$ cat config.mk
export PLATFORM = sky130hd
export DESIGN_NAME = main_mem_arbiter_flat
export DESIGN_NICKNAME = d
export VERILOG_FILES = /design/src/rtl/main_mem_arbiter_pkg.sv /design/src/rtl/main_mem_arbiter_if.sv /design/src/rtl/arb_rd_tracker.sv /design/src/rtl/main_mem_arbiter.sv /design/src/flat_wrapper.sv
export SDC_FILE = /design/constraint.sdc
export NUM_CORES = 1
export LEC_CHECK = 0
export CAP_MARGIN = 10
export CORE_AREA = 3 3 126 128
export DETAILED_ROUTE_END_ITERATION = 10
export DIE_AREA = 0 0 129 131
export HOLD_SLACK_MARGIN = 0.15
export PLACE_DENSITY_LB_ADDON = 0.3
export SYNTH_ARGS = -nofsm -noshare
export SYNTH_HDL_FRONTEND = slang
export SYNTH_HIERARCHICAL = 1
export SYNTH_SLANG_ARGS = --single-unit
$ cat constraint.sdc
create_clock -name clk -period 1.54 [get_ports clk]
set_input_delay 0.231 -clock clk [delete_from_list [all_inputs] [get_ports clk]]
set_output_delay 0.231 -clock clk [all_outputs]
set_load 0.02 [all_outputs]
$ cat src/rtl/main_mem_arbiter_pkg.sv
// Shared types, constants and helpers for the main_memory arbiter.
package main_mem_arbiter_pkg;

  // Requester identifiers as carried in the read tracker and last-grant register.
  localparam logic ARB_OWNER_R0 = 1'b0;
  localparam logic ARB_OWNER_R1 = 1'b1;

  // Deepest supported read return pipeline.
  localparam int ARB_MAX_RD_LATENCY = 3;

  // Exclusive-ownership state used when locked accesses are enabled.
  typedef enum logic [1:0] {
    UNLOCKED  = 2'd0,
    LOCKED_R0 = 2'd1,
    LOCKED_R1 = 2'd2
  } lock_state_t;

  // Round-robin pick: bit 0 grants r0, bit 1 grants r1; on contention the
  // requester that did not win last time gets the slot.
  function automatic logic [1:0] rr_pick(input logic req0, input logic req1,
                                         input logic last_gnt);
    logic [1:0] g;
    g = 2'b00;
    if (req0 && req1) begin
      if (last_gnt == ARB_OWNER_R1) begin
        g = 2'b01;
      end else begin
        g = 2'b10;
      end
    end else if (req0) begin
      g = 2'b01;
    end else if (req1) begin
      g = 2'b10;
    end else begin
      g = 2'b00;
    end
    return g;
  endfunction

endpackage

$ cat src/rtl/main_mem_arbiter_if.sv
// Requester and main_memory bundle seen by the arbiter.
// Lock inputs exist only when MEM_ARB_LOCK_EN is defined.
interface main_mem_arbiter_if #(
  parameter int ADDR_W = 32,
  parameter int DATA_W = 32
) ();

`ifdef MEM_ARB_LOCK_EN
  logic              r0_lock;
  logic              r1_lock;
`endif
  logic              r0_req;
  logic              r0_we;
  logic [ADDR_W-1:0] r0_addr;
  logic [DATA_W-1:0] r0_wdata;
  logic              r0_gnt;
  logic              r0_rvalid;
  logic [DATA_W-1:0] r0_rdata;

  logic              r1_req;
  logic              r1_we;
  logic [ADDR_W-1:0] r1_addr;
  logic [DATA_W-1:0] r1_wdata;
  logic              r1_gnt;
  logic              r1_rvalid;
  logic [DATA_W-1:0] r1_rdata;

  logic [ADDR_W-1:0] mem_raddr;
  logic [ADDR_W-1:0] mem_waddr;
  logic [DATA_W-1:0] mem_wdata;
  logic              mem_wen;
  logic [DATA_W-1:0] mem_rdata;

  // Arbiter side.
  modport slave (
`ifdef MEM_ARB_LOCK_EN
    input  r0_lock, r1_lock,
`endif
    input  r0_req, r0_we, r0_addr, r0_wdata,
    output r0_gnt, r0_rvalid, r0_rdata,
    input  r1_req, r1_we, r1_addr, r1_wdata,
    output r1_gnt, r1_rvalid, r1_rdata,
    output mem_raddr, mem_waddr, mem_wdata, mem_wen,
    input  mem_rdata
  );

  // Requester / memory side.
  modport master (
`ifdef MEM_ARB_LOCK_EN
    output r0_lock, r1_lock,
`endif
    output r0_req, r0_we, r0_addr, r0_wdata,
    input  r0_gnt, r0_rvalid, r0_rdata,
    output r1_req, r1_we, r1_addr, r1_wdata,
    input  r1_gnt, r1_rvalid, r1_rdata,
    input  mem_raddr, mem_waddr, mem_wdata, mem_wen,
    output mem_rdata
  );

endinterface

$ cat src/rtl/arb_rd_tracker.sv
// Read-return tracker: a DEPTH-deep {valid, owner} shift register so each
// memory read return is steered to the requester that issued it.
module arb_rd_tracker #(
  parameter int DEPTH = 1
) (
  input  logic clk_i,
  input  logic rst_ni,
  input  logic push_valid_i,
  input  logic push_owner_i,
  output logic tail_valid_o,
  output logic tail_owner_o
);

  logic [DEPTH-1:0] valid_q;
  logic [DEPTH-1:0] owner_q;

  // Shift one stage per cycle; reset drops every in-flight read.
  always_ff @(posedge clk_i or negedge rst_ni) begin
    if (!rst_ni) begin
      valid_q <= {DEPTH{1'b0}};
      owner_q <= {DEPTH{1'b0}};
    end else begin
      valid_q[0] <= push_valid_i;
      owner_q[0] <= push_valid_i & push_owner_i;
      for (int i = 1; i < DEPTH; i++) begin
        valid_q[i] <= valid_q[i-1];
        owner_q[i] <= owner_q[i-1];
      end
    end
  end

  assign tail_valid_o = valid_q[DEPTH-1];
  assign tail_owner_o = owner_q[DEPTH-1];

endmodule

$ cat src/rtl/main_mem_arbiter.sv
// Two-requester round-robin arbiter for the single main_memory port.
// Optional feature macro: MEM_ARB_LOCK_EN adds r0_lock/r1_lock for atomic
// read-modify-write ownership.
module main_mem_arbiter
  import main_mem_arbiter_pkg::*;
#(
  parameter int ADDR_W     = 32,
  parameter int DATA_W     = 32,
  parameter int RD_LATENCY = 1
) (
  input logic               clk,
  input logic               rst,
  main_mem_arbiter_if.slave bus
);

  logic [1:0]        gnt_s;
  logic              any_gnt_s;
  logic              sel_r1_s;
  logic              sel_we_s;
  logic [ADDR_W-1:0] sel_addr_s;
  logic [DATA_W-1:0] sel_wdata_s;
  logic [ADDR_W-1:0] mem_raddr_s;
  logic [ADDR_W-1:0] mem_waddr_s;
  logic [DATA_W-1:0] mem_wdata_s;
  logic              mem_wen_s;
  logic              rd_push_s;
  logic              tail_valid_s;
  logic              tail_owner_s;
  logic              r0_rvalid_s;
  logic              r1_rvalid_s;
  logic              last_gnt_d;
  logic              last_gnt_q;
  logic              blk0_s;
  logic              blk1_s;

`ifdef MEM_ARB_LOCK_EN
  lock_state_t lock_q;

  // The non-owner is shut out while a locked sequence is in progress.
  assign blk0_s = (lock_q == LOCKED_R1);
  assign blk1_s = (lock_q == LOCKED_R0);

  // Lock FSM: a locked grant takes ownership, an unlocked grant by the owner releases it.
  always_ff @(posedge clk or negedge rst) begin
    if (!rst) begin
      lock_q <= UNLOCKED;
    end else begin
      case (lock_q)
        UNLOCKED: begin
          if (gnt_s[0] && bus.r0_lock) begin
            lock_q <= LOCKED_R0;
          end else if (gnt_s[1] && bus.r1_lock) begin
            lock_q <= LOCKED_R1;
          end else begin
            lock_q <= UNLOCKED;
          end
        end
        LOCKED_R0: begin
          if (gnt_s[0] && !bus.r0_lock) begin
            lock_q <= UNLOCKED;
          end else begin
            lock_q <= LOCKED_R0;
          end
        end
        LOCKED_R1: begin
          if (gnt_s[1] && !bus.r1_lock) begin
            lock_q <= UNLOCKED;
          end else begin
            lock_q <= LOCKED_R1;
          end
        end
        default: lock_q <= UNLOCKED;
      endcase
    end
  end
`else
  assign blk0_s = 1'b0;
  assign blk1_s = 1'b0;
`endif

  // Grant selection and the request mux for the winning requester.
  always_comb begin
    gnt_s       = rr_pick(bus.r0_req & ~blk0_s, bus.r1_req & ~blk1_s, last_gnt_q);
    any_gnt_s   = |gnt_s;
    sel_r1_s    = gnt_s[1];
    sel_we_s    = 1'b0;
    sel_addr_s  = {ADDR_W{1'b0}};
    sel_wdata_s = {DATA_W{1'b0}};
    if (gnt_s[1]) begin
      sel_we_s    = bus.r1_we;
      sel_addr_s  = bus.r1_addr;
      sel_wdata_s = bus.r1_wdata;
    end else if (gnt_s[0]) begin
      sel_we_s    = bus.r0_we;
      sel_addr_s  = bus.r0_addr;
      sel_wdata_s = bus.r0_wdata;
    end else begin
      sel_we_s    = 1'b0;
    end
  end

  // Drive main_memory: only the granted access is visible, everything else is zero.
  always_comb begin
    mem_raddr_s = {ADDR_W{1'b0}};
    mem_waddr_s = {ADDR_W{1'b0}};
    mem_wdata_s = {DATA_W{1'b0}};
    mem_wen_s   = 1'b0;
    if (any_gnt_s && sel_we_s) begin
      mem_waddr_s = sel_addr_s;
      mem_wdata_s = sel_wdata_s;
      mem_wen_s   = 1'b1;
    end else if (any_gnt_s) begin
      mem_raddr_s = sel_addr_s;
    end else begin
      mem_wen_s   = 1'b0;
    end
  end

  // Next value of the round-robin pointer: it moves only when someone is granted.
  always_comb begin
    last_gnt_d = last_gnt_q;
    if (any_gnt_s) begin
      last_gnt_d = sel_r1_s;
    end else begin
      last_gnt_d = last_gnt_q;
    end
  end

  // Round-robin pointer; reset favours r0 at the first contention.
  always_ff @(posedge clk or negedge rst) begin
    if (!rst) begin
      last_gnt_q <= ARB_OWNER_R1;
    end else begin
      last_gnt_q <= last_gnt_d;
    end
  end

  assign rd_push_s = any_gnt_s & ~sel_we_s;

  generate
    if (RD_LATENCY == 0) begin : g_no_trk
      // Zero latency: memory returns data in the grant cycle itself.
      assign tail_valid_s = rd_push_s;
      assign tail_owner_s = sel_r1_s;
    end else begin : g_trk
      arb_rd_tracker #(
        .DEPTH (RD_LATENCY)
      ) u_rd_tracker (
        .clk_i        (clk),
        .rst_ni       (rst),
        .push_valid_i (rd_push_s),
        .push_owner_i (sel_r1_s),
        .tail_valid_o (tail_valid_s),
        .tail_owner_o (tail_owner_s)
      );
    end
  endgenerate

  assign r0_rvalid_s = tail_valid_s & (tail_owner_s == ARB_OWNER_R0);
  assign r1_rvalid_s = tail_valid_s & (tail_owner_s == ARB_OWNER_R1);

  assign bus.r0_gnt    = gnt_s[0];
  assign bus.r1_gnt    = gnt_s[1];
  assign bus.r0_rvalid = r0_rvalid_s;
  assign bus.r1_rvalid = r1_rvalid_s;
  assign bus.r0_rdata  = r0_rvalid_s ? bus.mem_rdata : {DATA_W{1'b0}};
  assign bus.r1_rdata  = r1_rvalid_s ? bus.mem_rdata : {DATA_W{1'b0}};
  assign bus.mem_raddr = mem_raddr_s;
  assign bus.mem_waddr = mem_waddr_s;
  assign bus.mem_wdata = mem_wdata_s;
  assign bus.mem_wen   = mem_wen_s;

endmodule
$ cat src/flat_wrapper.sv
// flat-port wrapper written by rule: the top's interface ports become plain ports
module main_mem_arbiter_flat import main_mem_arbiter_pkg::*;
#(
  parameter int ADDR_W     = 32,
  parameter int DATA_W     = 32,
  parameter int RD_LATENCY = 1
)
  (clk, rst, bus_r0_req, bus_r0_we, bus_r0_addr, bus_r0_wdata, bus_r0_gnt, bus_r0_rvalid, bus_r0_rdata, bus_r1_req, bus_r1_we, bus_r1_addr, bus_r1_wdata, bus_r1_gnt, bus_r1_rvalid, bus_r1_rdata, bus_mem_raddr, bus_mem_waddr, bus_mem_wdata, bus_mem_wen, bus_mem_rdata);
  main_mem_arbiter_if #(.ADDR_W(ADDR_W), .DATA_W(DATA_W)) bus_i ();
  input logic clk;
  input logic rst;
  input wire logic [$bits(bus_i.r0_req)-1:0] bus_r0_req;
  input wire logic [$bits(bus_i.r0_we)-1:0] bus_r0_we;
  input wire logic [$bits(bus_i.r0_addr)-1:0] bus_r0_addr;
  input wire logic [$bits(bus_i.r0_wdata)-1:0] bus_r0_wdata;
  output wire logic [$bits(bus_i.r0_gnt)-1:0] bus_r0_gnt;
  output wire logic [$bits(bus_i.r0_rvalid)-1:0] bus_r0_rvalid;
  output wire logic [$bits(bus_i.r0_rdata)-1:0] bus_r0_rdata;
  input wire logic [$bits(bus_i.r1_req)-1:0] bus_r1_req;
  input wire logic [$bits(bus_i.r1_we)-1:0] bus_r1_we;
  input wire logic [$bits(bus_i.r1_addr)-1:0] bus_r1_addr;
  input wire logic [$bits(bus_i.r1_wdata)-1:0] bus_r1_wdata;
  output wire logic [$bits(bus_i.r1_gnt)-1:0] bus_r1_gnt;
  output wire logic [$bits(bus_i.r1_rvalid)-1:0] bus_r1_rvalid;
  output wire logic [$bits(bus_i.r1_rdata)-1:0] bus_r1_rdata;
  output wire logic [$bits(bus_i.mem_raddr)-1:0] bus_mem_raddr;
  output wire logic [$bits(bus_i.mem_waddr)-1:0] bus_mem_waddr;
  output wire logic [$bits(bus_i.mem_wdata)-1:0] bus_mem_wdata;
  output wire logic [$bits(bus_i.mem_wen)-1:0] bus_mem_wen;
  input wire logic [$bits(bus_i.mem_rdata)-1:0] bus_mem_rdata;
  assign bus_i.r0_req = bus_r0_req;
  assign bus_i.r0_we = bus_r0_we;
  assign bus_i.r0_addr = bus_r0_addr;
  assign bus_i.r0_wdata = bus_r0_wdata;
  assign bus_r0_gnt = bus_i.r0_gnt;
  assign bus_r0_rvalid = bus_i.r0_rvalid;
  assign bus_r0_rdata = bus_i.r0_rdata;
  assign bus_i.r1_req = bus_r1_req;
  assign bus_i.r1_we = bus_r1_we;
  assign bus_i.r1_addr = bus_r1_addr;
  assign bus_i.r1_wdata = bus_r1_wdata;
  assign bus_r1_gnt = bus_i.r1_gnt;
  assign bus_r1_rvalid = bus_i.r1_rvalid;
  assign bus_r1_rdata = bus_i.r1_rdata;
  assign bus_mem_raddr = bus_i.mem_raddr;
  assign bus_mem_waddr = bus_i.mem_waddr;
  assign bus_mem_wdata = bus_i.mem_wdata;
  assign bus_mem_wen = bus_i.mem_wen;
  assign bus_i.mem_rdata = bus_mem_rdata;
  main_mem_arbiter #(.ADDR_W(ADDR_W), .DATA_W(DATA_W), .RD_LATENCY(RD_LATENCY)) u_core (.clk(clk), .rst(rst), .bus(bus_i));
endmodule
Run 1, PDN straps and rails:
The bar under the picture is 50 µm long. Pins as bars on the die edge.
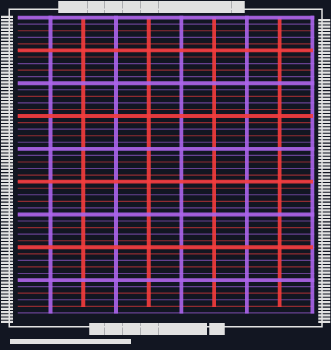
| net | colour |
|---|---|
| VSS | purple |
| VDD | red |
signal pins: 331
met4 straps: 9
met5 straps: 9
rows: 45

Run 1, placement by cell class:
Fill, decap, tap and diode cells in grey.
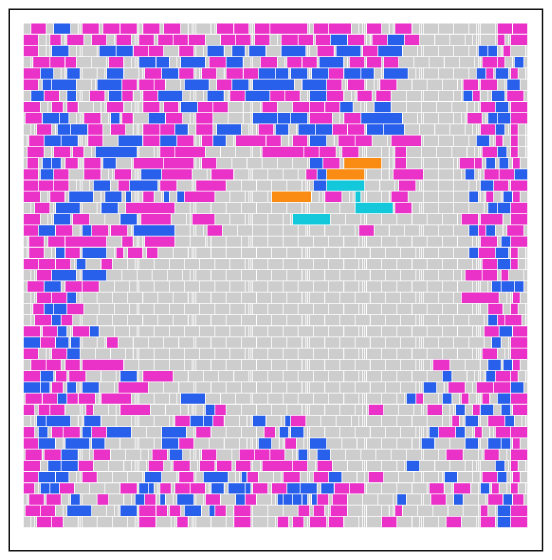
| class | colour | cells | share of their area |
|---|---|---|---|
| flops | orange | 3 | 1.2% |
| clock drivers and dummy loads | cyan | 4 | 1.2% |
| other buffers and delay cells | magenta | 391 | 63% |
| combinational and other logic | blue | 236 | 35% |
Post-Route Utilization: 0.447
total core area: 15000 µm²
cell area after layout: 6690 µm²
number of rows created at floorplan: 45

Run 1, clock distribution:
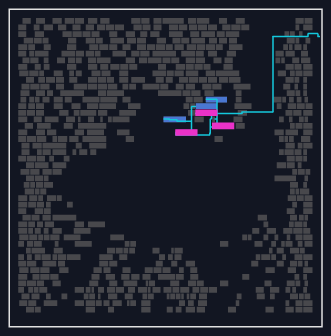
[clock wires] cyan | length: 157 µm
[flip-flops] blue | count: 3
[clock drivers] magenta | count: 3
routed clock nets: 4

==> run notes, run 1 <==
On the backend side, the flow ran end to end.

The average cell area after synthesis stands at 6.17 µm². Per the post-place timing report, worst setup slack is -1.11 ns. The global-route wire length before repair stands at 21.1 mm. The checks that failed: setup timing.

The maximum clock frequency stands at around 490 MHz. The number of combinational gates with multiple inputs stands at 235. The logs give a warning total of 29. The insertion delay at the late pin of the worst-skew pair stands at 0.22 ns. The post-synth count of flops with an enable pin is 0. After synthesis, the share of flip-flops with an asynchronous set or reset is 1.00.

Per the finish-stage timing summary, setup violations number 109. Per the OpenROAD power report, switching power amounts to 1.56 mW. The worst register-to-register path has a setup slack of -0.25 ns.

The fraction of the core area occupied by cells at floorplan stands at 0.115. Setup repair after global routing could not meet its margin everywhere. The run finished, with violations left. The worst clock skew on the final layout stands at around 0.0011 ns. The fraction of final cell area spent on non-clock buffers in this run is 0.603.

Among the non-sequential cells, simple AND/OR/NAND/NOR gates take the most area. The max-capacitance violation count stands at 0. By count the netlist is led by nor2_1, a32oi_1, and2_1. The net count reported at finish stands at 801. Of the total synthesized cell area, the portion taken by XOR and XNOR cells is 0. The most frequently used library cell after synthesis is nor2_1. The non-clock inverter total of the final layout stands at 1.

In the final layout, the multi-input gates occupy 2250 µm². The total wire length stands at 15.0 mm. Per the final layout report, the fraction of cells sized above drive strength 1 comes to 0.601. The largest individual stage delay along the critical path comes from the cell dfstp_2. The worst setup path is launched from a register.

Of all the cell area in the finished design, the clock network holds 0.0118. Of the post-synthesis cell area, the dominant cell type holds 0.325. Per STA, the worst path is made up of a21boi_4 -> a32oi_4 -> buf_12 -> inv_8 -> buf_12 -> buf_6 -> nor2_4 -> buf_6.

The number of placed instances, taps included, is 788. The critical path in this run is classified as reg -> out. In this run, power in combinational logic comes to 3.11 mW. The TritonCTS sink count stands at 3. Synthesis produced 280 cells.

The buffer_ports step reported a buffer count of 330. The number of synthesized register bits stands at 3. The worst setup path is captured at an output pin. Signal routing reaches up to met4.

The met2 global-route usage stands at 0.304. Summing over every cut layer, the via total after detailed routing is 3722. Ranking logic cells in the layout by count gives the top entries clkdlybuf4s50_1, buf_6, nor2_4. The number of antenna violations at the first check in global routing stands at 1. The count of buffers added by post-CTS timing repair for setup stands at 22. The highest fanout seen on the critical path stands at 5. The number of vias per cell stands at 4.52. The detailed-route DRC error count stands at 0.

Overall routing resource usage recorded by global route was 0.155. The netlist uses 17 different library cells. The setup total negative slack stands at -41.67 ns. The height of the die stands at ~130 µm. The slew at the pin closest to its max-slew limit stands at 0.484 ns. The area growth from synthesis to layout is 287%.

The worst-case headroom to the max-slew limit stands at 0.677. Pin placement for this block handled 331 I/O pins. The detailed router put a total of 5.04 mm of wire on met1. Per the layout area report, the combinational fraction of cell area is 0.337. The clock buffer count in the final layout stands at 4. Per the area breakdown, the dominant cell category is buffers.

The first TritonRoute pass finished after 4 iterations. Leaving out fill and tap cells, the most frequent cell in the layout is clkdlybuf4s50_1. The number of cells upsized or downsized after cts stands at 915. The simple-gate portion of the synthesized area stands at 0.470.

The number of global-route vias before repair stands at 3830. The cell area that synthesis handed to floorplanning was 1730 µm². Counting plain and timing-repair buffers in the layout gives 391.

The number of antenna diodes in the final layout is 1. The AND-OR/OR-AND share of the synthesized area stands at 0.343. The sequential fraction of design power stands at 0.028. The number of cell instances on the worst register-to-register path stands at 9. After synthesis, the share of cell area in mux cells is 0. Post-synth the commonest register cell is dfrtp_1. After filler insertion, the fill cell instance count of the layout stands at 1424. Together, buffers and inverters on the worst path number 5. The routability-driven placement congestion ratio stands at between 0.8 and 0.9. The script computed the net switching share of total power as 0.431. The script computed a power per unit cell area of 542 nW/µm². The share of the Yosys chip area taken by registers is 0.0442. Looking at the clock tree report, the root buffer type is clkbuf_16.

The placed wire-length estimate after detailed placement stands at 10.4 mm. The share of synthesized cell area in full adder, half adder and majority cells stands at 0. The worst voltage drop across the vdd grid stands at 259 µV.

The met3 track demand over resource in global routing stands at 0.0467. Across all hold checks on the routed design, the worst slack comes to around 0.20 ns. Setup slack on the critical path of the routed design comes to -0.503 ns.
==> inputs of run 2 (changes only) <==
--- a/config.mk
+++ b/config.mk
@@ -5,7 +5,7 @@
 export SDC_FILE = /design/constraint.sdc
 export NUM_CORES = 1
 export LEC_CHECK = 0
-export CAP_MARGIN = 10
+export CAP_MARGIN = 25
 export CORE_AREA = 3 3 126 128
 export DETAILED_ROUTE_END_ITERATION = 10
 export DIE_AREA = 0 0 129 131
Run 2, signal wires by layer:
The bar under the picture is 50 µm long. Two of the layers only.
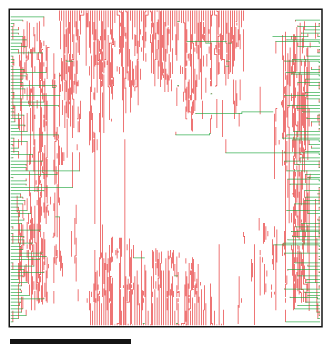
| layer | colour | wire length |
|---|---|---|
| metal 3 | green | 1420 µm |
| metal 2 | red | 8360 µm |
overall fraction of global-route tracks in use: 0.155
total wirelength of the detailed-routed design: 15.0 mm
average detailed-routed wire length per instance: 18.3 µm
DR vias: 3722

==> run notes, run 2 <==
On the backend side, the flow ran end to end.

The run finished, with violations left. The final reports fail on setup timing. The row count stands at 45 (unchanged). The net switching power figure stands at 1.56 mW (unchanged). The TritonCTS sink count stands at 3 (unchanged). The distinct cell type count of the synthesized netlist was 17 (unchanged). The total power density per cell area was 542 nW/µm² (unchanged).

Looking at the cell usage after synthesis, the top flip-flop cell is dfrtp_1. STA classifies the critical path startpoint as a register. The core footprint stands at 15000 µm² (unchanged). Per the detail_route log, the uppermost layer with routed signals is met4.

The power in combinational cells stands at 3.11 mW (about the same). The share of synthesized cell area in full adder, half adder and majority cells came to 0 (unchanged). Yosys instantiated no cell more often than nor2_1.

The growth of design area from synthesis to finish stands at 287% (unchanged). The instance count after placement with tap cells included stands at 788 (unchanged). The slack of the worst reg-to-reg path stands at -0.25 ns (about the same). The number of detailed-routing iterations run before antenna repair stands at 4 (unchanged). The post-layout utilization of the core stands at 0.447 (unchanged). The maximum clock frequency stands at 489 MHz (unchanged).

The post-synthesis sequential area ratio stands at 0.0442 (unchanged). The setup total negative slack stands at -41.67 ns (unchanged). The share of cell area taken by multi-input logic gates stands at 0.337 (unchanged). The sequential fraction of design power stands at 0.028 (about the same). By area, the combinational part of the netlist is dominated by simple AND/OR/NAND/NOR gates. The number of global-route vias before repair stands at 3830 (unchanged). The tally of filler cells in the layout came to 1424 (unchanged). The global-route wire length before repair was 21.1 mm (unchanged). The fraction of post-synthesis cell area in the top cell type by area is 0.325 (unchanged). The switching fraction of total power is 0.431 (unchanged).

The setup slack at placement stands at -1.11 ns (unchanged). The count of buffers added by post-CTS timing repair for setup is 22 (unchanged). The number of antenna violations at the first check in global routing stands at 1 (unchanged). The relative area of clock buffers and inverters in the final design stands at 0.0118 (unchanged). The setup slack after layout stands at -0.503 ns (unchanged). The slowest stage of the critical path is the dfstp_2 cell.

The I/O pin count was 331 (unchanged). The count of plain and timing-repair buffers in the layout stands at 391 (unchanged). The xor and xnor fraction of the mapped netlist area was 0 (unchanged). The detailed-route DRC error count stands at 0 (unchanged).

The setup violation total in the final timing report is 109 (unchanged). The number of antenna diodes stands at 1 (unchanged). The net count reported at finish stands at 801 (unchanged).

The area of the multi-input gates stands at 2250 µm² (unchanged). The clock buffer count in the final layout stands at 4 (unchanged). The count of tool warnings stands at 29 (unchanged).

The multiplexer share of the synthesized area came to 0 (unchanged). The met2 global-route usage stands at 0.304 (unchanged). The highest fanout seen on the critical path is 5 (unchanged). The fraction of the core area occupied by cells at floorplan came to 0.115 (unchanged). The cell sequence reported for the critical path is a21boi_4 -> a32oi_4 -> buf_12 -> inv_8 -> buf_12 -> buf_6 -> nor2_4 -> buf_6. The met1 routed wirelength after detailed routing was 5.04 mm (unchanged). The tree is rooted in a clkbuf_16. The routability-driven placement congestion ratio stands at 0.803 (unchanged). The number of combinational gates with multiple inputs is 235 (unchanged).

The instance count of the mapped netlist stands at 280 (unchanged). The number of cell instances on the worst register-to-register path is 9 (unchanged). The placed wire-length estimate after detailed placement was 10.4 mm (unchanged). Ranking logic cells in the layout by count gives the top entries clkdlybuf4s50_1, buf_6, nor2_4. The area of all placed cells without fillers came to 6690 µm² (unchanged). The AND-OR/OR-AND share of the synthesized area stands at 0.343 (unchanged). The non-clock inverter total of the final layout is 1 (unchanged). The buffering overhead stands at 0.603 (unchanged). The slew at the pin closest to its max-slew limit came to 0.484 ns (unchanged).
Run 2, clock distribution:
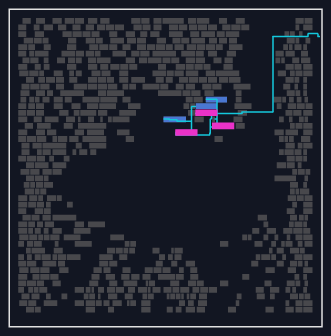
[flip-flops] blue | count: 3
[clock drivers] magenta | count: 3
[clock wires] cyan | length: 157 µm
routed clock nets: 4
portion of total power attributed to the clock network: 0.114
Clock Latency Late Sink: 0.22 ns
setup clock skew after layout: 0.00106 ns
power attributed to the clock group: 0.412 mW

No activity file was given, so power comes from the tool's default toggle rates.
